**src/rtl/dbus_arbiter.sv**
```systemverilog
// Round-robin arbiter giving the CPU data bus (m0) and a second requester (m1)
// shared access to one slave port, with a single outstanding read and a read watchdog.
module dbus_arbiter #(
  parameter int ADDR_W     = 32,
  parameter int DATA_W     = 32,
  parameter int RD_TIMEOUT = 255
) (
  input  logic                  clk_i,
  input  logic                  rst_i,
  input  logic                  m0_req_i,
  input  logic                  m0_we_i,
  input  logic [ADDR_W-1:0]     m0_addr_i,
  input  logic [DATA_W-1:0]     m0_wdata_i,
  input  logic [DATA_W/8-1:0]   m0_wstrb_i,
  output logic                  m0_gnt_o,
  output logic                  m0_rvalid_o,
  output logic [DATA_W-1:0]     m0_rdata_o,
  input  logic                  m1_req_i,
  input  logic                  m1_we_i,
  input  logic [ADDR_W-1:0]     m1_addr_i,
  input  logic [DATA_W-1:0]     m1_wdata_i,
  input  logic [DATA_W/8-1:0]   m1_wstrb_i,
  output logic                  m1_gnt_o,
  output logic                  m1_rvalid_o,
  output logic [DATA_W-1:0]     m1_rdata_o,
  output logic                  s_req_o,
  output logic                  s_we_o,
  output logic [ADDR_W-1:0]     s_addr_o,
  output logic [DATA_W-1:0]     s_wdata_o,
  output logic [DATA_W/8-1:0]   s_wstrb_o,
  input  logic                  s_ready_i,
  input  logic                  s_rvalid_i,
  input  logic [DATA_W-1:0]     s_rdata_i,
  output logic                  err_o
);

  localparam logic [0:0] IDLE    = 1'b0;
  localparam logic [0:0] RD_WAIT = 1'b1;
  // The watchdog fires in the wait cycle whose increment would reach RD_TIMEOUT.
  localparam logic [15:0] TMO_LAST = 16'(RD_TIMEOUT - 1);

  logic [0:0]        state_q, state_d;
  logic              last_gnt_q, last_gnt_d;
  logic              owner_q, owner_d;
  logic [15:0]       cnt_q, cnt_d;
  logic              err_q, err_d;
  logic              m0_rvalid_q, m0_rvalid_d;
  logic              m1_rvalid_q, m1_rvalid_d;
  logic [DATA_W-1:0] m0_rdata_q, m0_rdata_d;
  logic [DATA_W-1:0] m1_rdata_q, m1_rdata_d;

  logic              arb_en;
  logic              sel;
  logic              sel_req;
  logic              gnt_any;
  logic              deliver;
  logic [DATA_W-1:0] deliver_dat;

  // No arbitration while a read is outstanding or its response is being returned.
  assign arb_en = (state_q == IDLE) && !m0_rvalid_q && !m1_rvalid_q;

  always_comb begin
    if (m0_req_i && m1_req_i) begin
      sel = ~last_gnt_q;
    end else begin
      sel = m1_req_i;
    end
  end

  assign sel_req   = sel ? m1_req_i : m0_req_i;
  assign s_req_o   = arb_en && sel_req;
  assign s_we_o    = sel ? m1_we_i    : m0_we_i;
  assign s_addr_o  = sel ? m1_addr_i  : m0_addr_i;
  assign s_wdata_o = sel ? m1_wdata_i : m0_wdata_i;
  assign s_wstrb_o = sel ? m1_wstrb_i : m0_wstrb_i;

  assign m0_gnt_o = arb_en && !sel && m0_req_i && s_ready_i;
  assign m1_gnt_o = arb_en &&  sel && m1_req_i && s_ready_i;
  assign gnt_any  = m0_gnt_o || m1_gnt_o;

  always_comb begin
    state_d     = state_q;
    last_gnt_d  = last_gnt_q;
    owner_d     = owner_q;
    cnt_d       = cnt_q;
    err_d       = err_q;
    m0_rvalid_d = 1'b0;
    m1_rvalid_d = 1'b0;
    m0_rdata_d  = m0_rdata_q;
    m1_rdata_d  = m1_rdata_q;
    deliver     = 1'b0;
    deliver_dat = '0;

    case (state_q)
      IDLE: begin
        if (s_rvalid_i) begin
          err_d = 1'b1;
        end
        if (gnt_any) begin
          last_gnt_d = m1_gnt_o;
          if (!s_we_o) begin
            state_d = RD_WAIT;
            owner_d = m1_gnt_o;
            cnt_d   = '0;
          end
        end
      end
      default: begin
        if (s_rvalid_i) begin
          deliver     = 1'b1;
          deliver_dat = s_rdata_i;
        end else if (cnt_q == TMO_LAST) begin
          deliver = 1'b1;
          err_d   = 1'b1;
        end else begin
          cnt_d = cnt_q + 16'd1;
        end
      end
    endcase

    if (deliver) begin
      state_d = IDLE;
      cnt_d   = '0;
      if (owner_q) begin
        m1_rvalid_d = 1'b1;
        m1_rdata_d  = deliver_dat;
      end else begin
        m0_rvalid_d = 1'b1;
        m0_rdata_d  = deliver_dat;
      end
    end
  end

  always_ff @(posedge clk_i) begin
    if (rst_i) begin
      state_q     <= IDLE;
      last_gnt_q  <= 1'b1;
      owner_q     <= 1'b0;
      cnt_q       <= '0;
      err_q       <= 1'b0;
      m0_rvalid_q <= 1'b0;
      m1_rvalid_q <= 1'b0;
      m0_rdata_q  <= '0;
      m1_rdata_q  <= '0;
    end else begin
      state_q     <= state_d;
      last_gnt_q  <= last_gnt_d;
      owner_q     <= owner_d;
      cnt_q       <= cnt_d;
      err_q       <= err_d;
      m0_rvalid_q <= m0_rvalid_d;
      m1_rvalid_q <= m1_rvalid_d;
      m0_rdata_q  <= m0_rdata_d;
      m1_rdata_q  <= m1_rdata_d;
    end
  end

  assign m0_rvalid_o = m0_rvalid_q;
  assign m1_rvalid_o = m1_rvalid_q;
  assign m0_rdata_o  = m0_rdata_q;
  assign m1_rdata_o  = m1_rdata_q;
  assign err_o       = err_q;

endmodule

```
**config.mk**
```make
export PLATFORM = sky130hd
export DESIGN_NAME = dbus_arbiter
export DESIGN_NICKNAME = d
export VERILOG_FILES = /design/src/rtl/dbus_arbiter.sv
export SDC_FILE = /design/constraint.sdc
export NUM_CORES = 1
export LEC_CHECK = 0
export CAP_MARGIN = 20
export CORE_AREA = 2 2 121 123
export CTS_BUF_LIST = sky130_fd_sc_hd__clkbuf_4
export CTS_CLUSTER_SIZE = 14
export DETAILED_ROUTE_END_ITERATION = 7
export DIE_AREA = 0 0 123 125
export PLACE_DENSITY = 0.75
export SLEW_MARGIN = 5
export SYNTH_ARGS = -nofsm -noshare
export SYNTH_HDL_FRONTEND = slang
export SYNTH_SLANG_ARGS = --single-unit
```
**constraint.sdc**
```tcl
create_clock -name clk_i -period 7 [get_ports clk_i]
set_clock_uncertainty 0.15 [all_clocks]
set_input_delay 1.05 -clock clk_i [delete_from_list [all_inputs] [get_ports clk_i]]
set_output_delay 1.05 -clock clk_i [all_outputs]
set_load 0.01 [all_outputs]
```
==> impl_metrics.json, run 1 <==
{
  "min_from": "m0_rdata_o[10]$_SDFFE_PP0P_",
  "grt_overflow_total": 0,
  "critPathRequiredTime_ps": 5800,
  "hold_path_class": "reg2reg",
  "biggestCellCategory": "buffers",
  "yosysChipArea_um2": 4510,
  "clk_share_pct": 1.79,
  "p_leak_uw": 0.00269,
  "path_clk_slew_ps": 130,
  "fillers": 1247,
  "layout.cells.most_common": "clkdlybuf4s50_1",
  "log.warning_count": 27,
  "crit_buf_inv": 3,
  "flop_cell": "dfxtp_1",
  "yosys.area.top_type_share_pct": 38.1,
  "busiest_layer": "met2",
  "buffers_excl_clock": 319,
  "route.detailed.drc": 0,
  "power.switching_uw": 290,
  "antenna_found_initial": 5,
  "crit_chain": "clkdlybuf4s50_1, a21boi_4, buf_4, mux2_2, clkdlybuf4s50_1",
  "wire_per_inst_um": 21.1,
  "row_count": 44,
  "syn_nets": 654,
  "critical_path.most_common_cell": "clkdlybuf4s50_1",
  "wl_met1_um": 7900,
  "seq_share_pct": 21.8,
  "irDropWorstVdd_mv": 0.0695,
  "buffer_area_share_pct": 40.2,
  "cpMaxStageDelayCell": "a21boi_4",
  "initial_core_util_pct": 31.8,
  "reg2regPathDepth": 6,
  "diodes": 3,
  "core_um2": 14200,
  "worst_pin_slew_ps": 982,
  "status": "finished, final reports clean",
  "cp-startpoint": "m1_req_i",
  "yosysTopAreaCell": "dfxtp_1",
  "synthArstFlopShare_pct": 0,
  "drive_gt1_share_pct": 13.8,
  "ctsLongestPathBuffers": 2,
  "period_needed_ps": 5090,
  "top_cell": "dfxtp_1",
  "flop_area_um2": 1720,
  "layout_top_cells": "clkdlybuf4s50_1, dfxtp_1, mux2_2",
  "flops": 86,
  "p_comb_share_pct": 28.2,
  "wl_met3_um": 1950,
  "post_cts_resized": 0
}
==> run 1: flip-flops by register name, summed over array words and instances, names as in the netlist <==
name,flops
state_q,1
owner_q,1
m1_rvalid_o,1
m0_rvalid_o,1
m1_rdata_o,32
cnt_q,16
err_o,1
last_gnt_q,1
m0_rdata_o,32
==> run 1: metrics by stage <==
step	instance area, um^2	utilization, %	total power, uW	cells
floorplan	4510	-	616	476
global placement	7760	54.6	815	943
detailed placement	7760	54.6	817	943
CTS	7900	55.6	1110	959
global route	7900	55.6	1140	960
finish	7910	55.7	1100	962
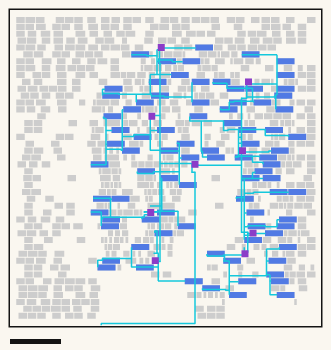
Figure 1: run 1, clock network drawn from the DEF.
The bar under the picture is 20 um long.
legend:
  blue:
    item: flip-flops
    count: 86
  purple:
    item: clock drivers
    count: 9
  cyan:
    item: clock wires
    length: 1,090 um
routed clock nets: 10
Clk power: 296 uW
power share of the clock group: 26.8%
clock latency on the worst-skew pair: 450 ps

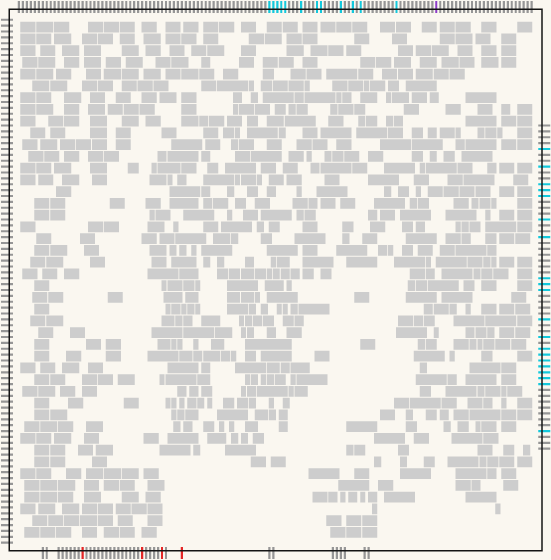
Figure 2: run 1, ports around the boundary.
Pins as bars across the die edge, other pins in grey.
legend:
  red:
    port: s_wstrb_o
    pins: 4
    direction: output
    edge: bottom
  purple:
    port: m1_we_i
    pins: 1
    direction: input
    edge: top
  cyan:
    port: m1_rdata_o
    pins: 32
    direction: output
    edge: 20 right, 12 top
all pins by edge: 130 top, 90 left, 56 right, 39 bottom
die height: 125 um
chip width: 123 um
I/O Buffers: 314

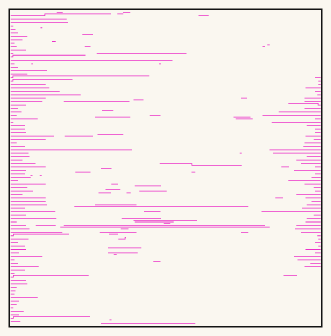
Figure 3: run 1, M3 wires.
wire length on this layer: 1,950 um
nets with wire on the layer: 184
main direction: horizontal
share of all routed wire: 9.6%
longest straight run: 82.6 um
routed vias: 4,835
drt total wl: 20,300 um

Figure 4. Cell placement (run 1).
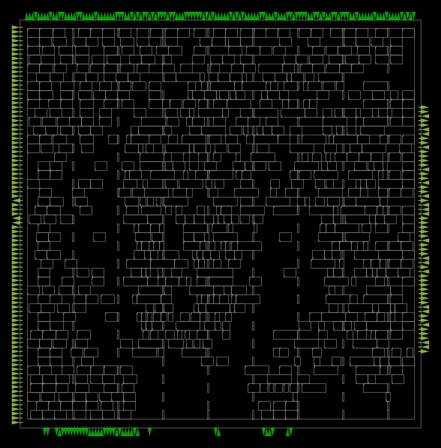

## Run 2: what changed since run 1
--- a/config.mk
+++ b/config.mk
@@ -6,12 +6,12 @@
 export NUM_CORES = 1
 export LEC_CHECK = 0
 export CAP_MARGIN = 20
-export CORE_AREA = 2 2 121 123
+export CORE_AREA = 2 2 124 126
 export CTS_BUF_LIST = sky130_fd_sc_hd__clkbuf_4
 export CTS_CLUSTER_SIZE = 14
 export DETAILED_ROUTE_END_ITERATION = 7
-export DIE_AREA = 0 0 123 125
-export PLACE_DENSITY = 0.75
+export DIE_AREA = 0 0 126 128
+export PLACE_DENSITY = 0.74
 export SLEW_MARGIN = 5
 export SYNTH_ARGS = -nofsm -noshare
 export SYNTH_HDL_FRONTEND = slang
==> constraint.sdc (replaced) <==
create_clock -name clk_i -period 4.2 [get_ports clk_i]
set_clock_uncertainty 0.15 [all_clocks]
set_input_delay 0.63 -clock clk_i [delete_from_list [all_inputs] [get_ports clk_i]]
set_output_delay 0.63 -clock clk_i [all_outputs]
set_load 0.01 [all_outputs]
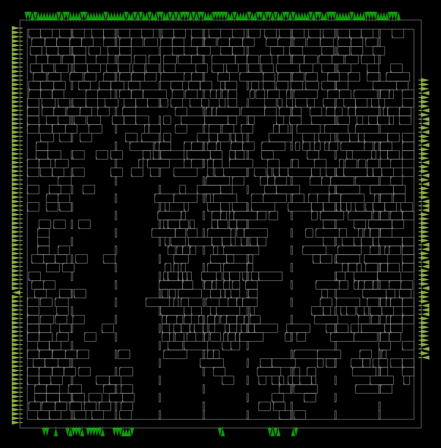
Figure 5: run 2, cell placement.
final core occ: 53.2%
Layout fillers: 1,380
fin cells: 960

==> run 2 against run 1 <==
- non-clock buffer count grew 1
- final area is essentially flat
- register-to-register slack lost 2400 ps
- core utilization shrank 2.5 points
- largest power group unchanged
==> impl_metrics.json, run 2 <==
{
  "p_clk_uw": 432,
  "busiest_layer": "met2",
  "syn_nets": 654,
  "yosys.area.top_type_share_pct": 38.1,
  "grt_util_met2_pct": 39.4,
  "min_from": "m0_rdata_o[21]$_SDFFE_PP0P_",
  "drv_cap": 0,
  "crit_chain": "clkdlybuf4s50_1, a21boi_4, buf_12, mux2_2, clkdlybuf4s50_1",
  "wire_per_inst_um": 21.4,
  "route.detailed.drc": 0,
  "hold_path_class": "reg2reg",
  "crit_path_end": "s_addr_o[26]",
  "worst_pin_slew_ps": 635,
  "status": "finished, final reports clean",
  "synth_cells": 476,
  "wl_met1_um": 7990,
  "critPathRequiredTime_ps": 3420,
  "ctsLongestPathBuffers": 2,
  "finalSetupViolations": 0,
  "cp-end-kind": "primary output",
  "post_cts_resized": 0,
  "row_count": 45,
  "p_leak_uw": 0.00269,
  "placed_area_um2": 7790,
  "cp-startpoint": "m1_req_i",
  "period_needed_ps": 3460,
  "grt_overflow_total": 0,
  "log.warning_count": 27,
  "finalInstanceArea_um2": 7900,
  "seq_power_share_pct": 46.5,
  "ys.flops": 86,
  "whs_ps": 328,
  "top_cell": "dfxtp_1",
  "grt_use_total_pct": 24.4,
  "syn_area_per_cell_um2": 9.48,
  "grt_pass1_vias": 4767,
  "wl_met3_um": 2210,
  "power.density_nw_per_um2": 225,
  "initial_core_util_pct": 30.4,
  "via_count": 4882,
  "yosysChipArea_um2": 4510,
  "p_total_uw": 1780,
  "layout_top_cells": "clkdlybuf4s50_1, dfxtp_1, mux2_2",
  "netlist_area_um2": 4510,
  "irDropWorstVdd_mv": 0.111,
  "drive_gt1_share_pct": 13.5,
  "ant_nets": 0,
  "cpMaxStageDelayCell": "clkdlybuf4s50_1",
  "routed_wl_um": 20600,
  "crit_arrival_ps": 2680,
  "p_comb_uw": 520,
  "clkPwrFrac_pct": 24.3,
  "dp_cells": 948,
  "grt_max_degree": 67,
  "power.switching_uw": 462,
  "port_buffers": 314,
  "crit_buf_inv": 3,
  "worstSkewPairLatency_ps": 430,
  "antenna_found_initial": 5,
  "routed_via_density": 5.09,
  "crit_cells": 5,
  "path_clk_slew_ps": 120,
  "finalHoldViolCount": 0,
  "dieArea_um2": 16100,
  "start_kind": "input port",
  "reg2regPathDepth": 8,
  "critical_path.most_common_cell": "clkdlybuf4s50_1",
  "core_um2": 14900,
  "yosysTopAreaCell": "dfxtp_1",
  "synthArstFlopShare_pct": 0,
  "diodes": 0,
  "p_comb_share_pct": 29.2,
  "flop_cell": "dfxtp_1",
  "layout.cells.most_common": "clkdlybuf4s50_1",
  "ys_cells": 476,
  "slowest_delay_ps": 520,
  "power-top-group": "sequential cells"
}
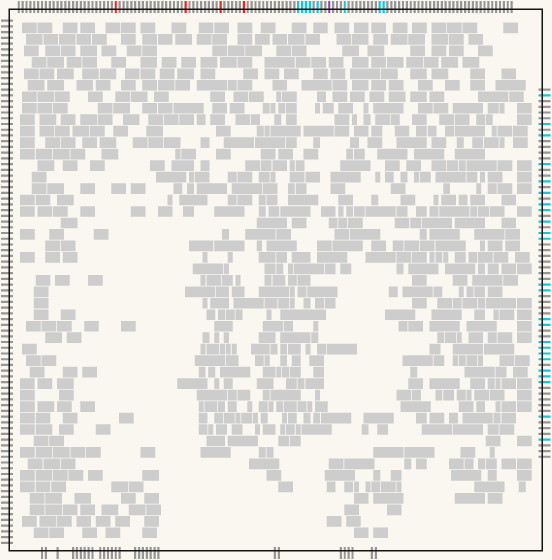
Figure 6: run 2, ports around the boundary.
Pins as bars across the die edge, other pins in grey.
legend:
  cyan:
    port: m1_rdata_o
    pins: 32
    direction: output
    edge: 24 right, 8 top
  purple:
    port: m1_we_i
    pins: 1
    direction: input
    edge: top
  red:
    port: s_wstrb_o
    pins: 4
    direction: output
    edge: top
all pins by edge: 128 top, 92 left, 65 right, 30 bottom
die height: 128 um
chip width: 126 um

[run 2: cell counts after synthesis]
Identical to the previous run, type by type.
[run 2: layout make-up]
type                            count  area, um^2
Tap cell                          188         235
Fill cell                        1380        6960
Multi-Input combinational cell    348        2610
Timing Repair Buffer              320        3210
Clock inverter                      3        40.0
Inverter                            6        22.5
Clock buffer                        9        67.6
Sequential cell                    86        1720
[run 2: logic make-up after synthesis]
| family | share of synthesized area, % |
|---|---|
| AND-OR/OR-AND | 10.1 |
| XOR/XNOR | 0.194 |
| adder cells (fa/ha/maj) | 0.554 |
| buffers and inverters | 4.43 |
| multiplexers | 24.5 |
| AND/OR/NAND/NOR | 22.0 |
| flip-flops | 38.1 |
## Run 3: what changed since run 2
--- a/config.mk
+++ b/config.mk
@@ -6,11 +6,11 @@
 export NUM_CORES = 1
 export LEC_CHECK = 0
 export CAP_MARGIN = 20
-export CORE_AREA = 2 2 124 126
+export CORE_AREA = 2 2 122 124
 export CTS_BUF_LIST = sky130_fd_sc_hd__clkbuf_4
 export CTS_CLUSTER_SIZE = 14
 export DETAILED_ROUTE_END_ITERATION = 7
-export DIE_AREA = 0 0 126 128
+export DIE_AREA = 0 0 124 126
 export PLACE_DENSITY = 0.74
 export SLEW_MARGIN = 5
 export SYNTH_ARGS = -nofsm -noshare
==> constraint.sdc (replaced) <==
create_clock -name clk_i -period 3.38 [get_ports clk_i]
set_clock_uncertainty 0.15 [all_clocks]
set_input_delay 0.507 -clock clk_i [delete_from_list [all_inputs] [get_ports clk_i]]
set_output_delay 0.507 -clock clk_i [all_outputs]
set_load 0.01 [all_outputs]
==> run 3 against run 2 <==
- routed wire length decreased by 2.2%
- core utilization grew 2.2 points
- synthesized area is the same
- setup slack lost 470 ps
- non-clock buffer count is 2 higher
- sequential power grew 24%
- critical path type unchanged
- largest cell class unchanged
==> impl_metrics.json, run 3 <==
{
  "status": "finished, final reports clean",
  "critical_path.most_common_cell": "clkdlybuf4s50_1",
  "grt_util_met2_pct": 41.2,
  "irDropWorstVdd_mv": 0.173,
  "finalInstanceArea_um2": 7920,
  "placed_area_um2": 7800,
  "critPathRequiredTime_ps": 2720,
  "yosysTopAreaCell": "dfxtp_1",
  "wl_met1_um": 8090,
  "busiest_layer": "met2",
  "netlist_area_um2": 4510,
  "power-top-group": "sequential cells",
  "biggestCellCategory": "buffers",
  "flop_cell": "dfxtp_1",
  "grt_max_degree": 66,
  "power.density_nw_per_um2": 276,
  "top_cell": "dfxtp_1",
  "ys.flops": 86,
  "top_logic_kind": "multiplexers",
  "finalSetupViolations": 0,
  "cp-end-kind": "primary output",
  "log.warning_count": 27,
  "aoi_share_pct": 10.1,
  "core_um2": 14300,
  "dp_cells": 946,
  "num-multi-input-gates": 348,
  "slowest_delay_ps": 510,
  "post_cts_resized": 0,
  "routed_via_density": 5.06,
  "grt_pass1_vias": 4866,
  "non_clock_inverter_count": 6,
  "layout_top_cells": "clkdlybuf4s50_1, dfxtp_1, mux2_2",
  "syn_area_per_cell_um2": 9.48,
  "antenna_found_initial": 6,
  "cp-startpoint": "m1_req_i",
  "grt_overflow_total": 0,
  "whs_ps": 286,
  "p_clk_uw": 512,
  "p_leak_uw": 0.00270,
  "power.switching_uw": 579,
  "start_kind": "input port",
  "wire_per_inst_um": 20.9,
  "drive_gt1_share_pct": 14.3,
  "flops": 86,
  "p_total_uw": 2180,
  "synth-xor-area-share_pct": 0.194,
  "adder_share_pct": 0.554,
  "ant_nets": 0,
  "finalHoldViolCount": 0,
  "fillers": 1285,
  "synth_cells": 476,
  "routed_wl_um": 20100,
  "crit_arrival_ps": 2460,
  "comb_area_um2": 2610,
  "dieArea_um2": 15600,
  "crit_buf_inv": 3,
  "route.detailed.drc": 0,
  "buffer_area_share_pct": 40.7,
  "yosysChipArea_um2": 4510,
  "reg2regPathDepth": 7,
  "flop_area_um2": 1720,
  "wl_met3_um": 1880,
  "crit_chain": "clkdlybuf4s50_1, a21boi_4, buf_12, mux2_2, clkdlybuf4s50_1",
  "crit_path_end": "s_addr_o[1]"
}
## run 3: cell count changes in the layout (fill, tap and decap cells not counted), sizes merged
cell           delta
bufinv            -1
diode             +1
clkbuf            +3
clkdlybuf4s50     -1
clkinv            +2
buf               +3
## run 3: worst min path at each step
stage	startpoint	cells past startpoint	end
after global routing	rst_i	2	m1_rvalid_o$_SDFF_PP0_
final	rst_i	2	m1_rvalid_o$_SDFF_PP0_
after global placement	m0_rdata_o[5]$_SDFFE_PP0P_	2	m0_rdata_o[5]$_SDFFE_PP0P_
after detailed placement	m0_rdata_o[15]$_SDFFE_PP0P_	2	m0_rdata_o[15]$_SDFFE_PP0P_
after CTS	rst_i	2	m1_rvalid_o$_SDFF_PP0_
after floorplan	cnt_q[14]$_SDFFE_PP0P_	1	cnt_q[14]$_SDFFE_PP0P_
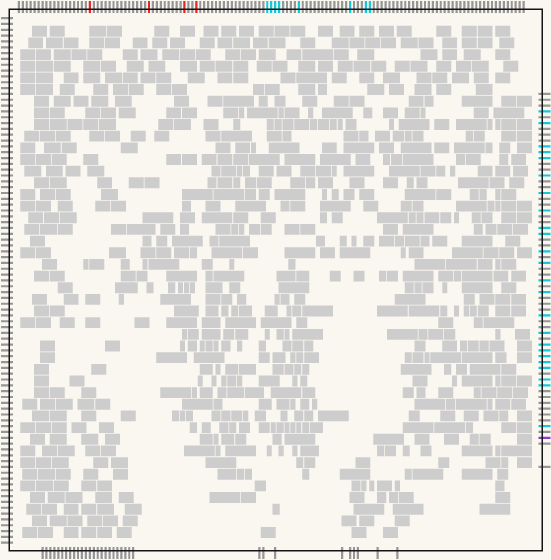
Figure 7: run 3, ports around the boundary.
Pins as bars across the die edge, other pins in grey.
legend:
  purple:
    port: m1_we_i
    pins: 1
    direction: input
    edge: right
  red:
    port: s_wstrb_o
    pins: 4
    direction: output
    edge: top
  cyan:
    port: m1_rdata_o
    pins: 32
    direction: output
    edge: 24 right, 8 top
die height: 126 um
chip width: 124 um

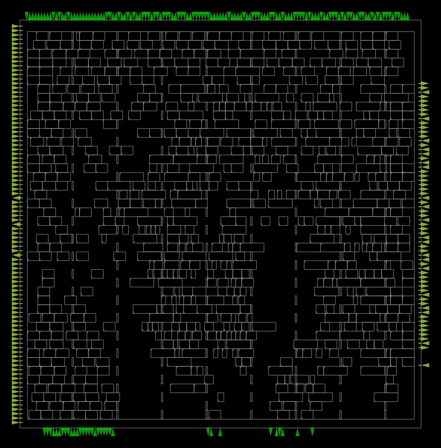
Figure 8: run 3, cell placement.
sequential share of cell area: 21.7%
Tap Count: 184


==> gallery <==
Cell density map.
shot_01.png
The die is cut into 13 by 13 equal tiles; white is low, dark blue is high, 0 to 100% covered.
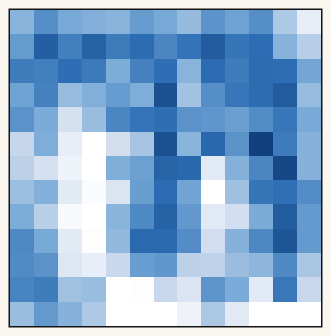
shot_02.png
The die is cut into 12 by 13 equal tiles; white is low, dark blue is high, 0 to 100% covered.
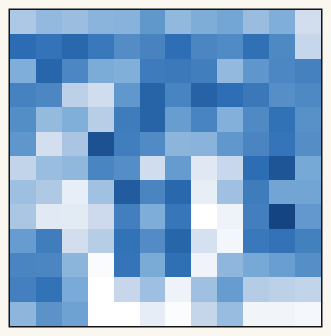
shot_03.png
The die is cut into 12 by 12 equal tiles; white is low, dark blue is high, 0 to 100% covered.
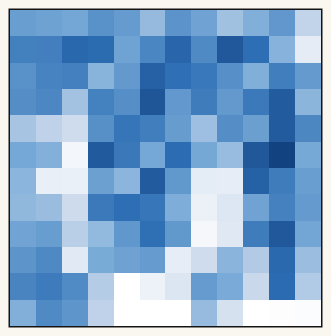
For run 2, see shot_01.png.
For run 3, see shot_02.png.
For run 1, see shot_03.png.

Key to shot_03.png:
mean over tiles: 50%
fullest tile: 93%
nearly empty tiles: 4.9%
tiles over 75% full: 12%
emptiest ninth of the die: bottom centre

No activity file was given, so power comes from the tool's default toggle rates.
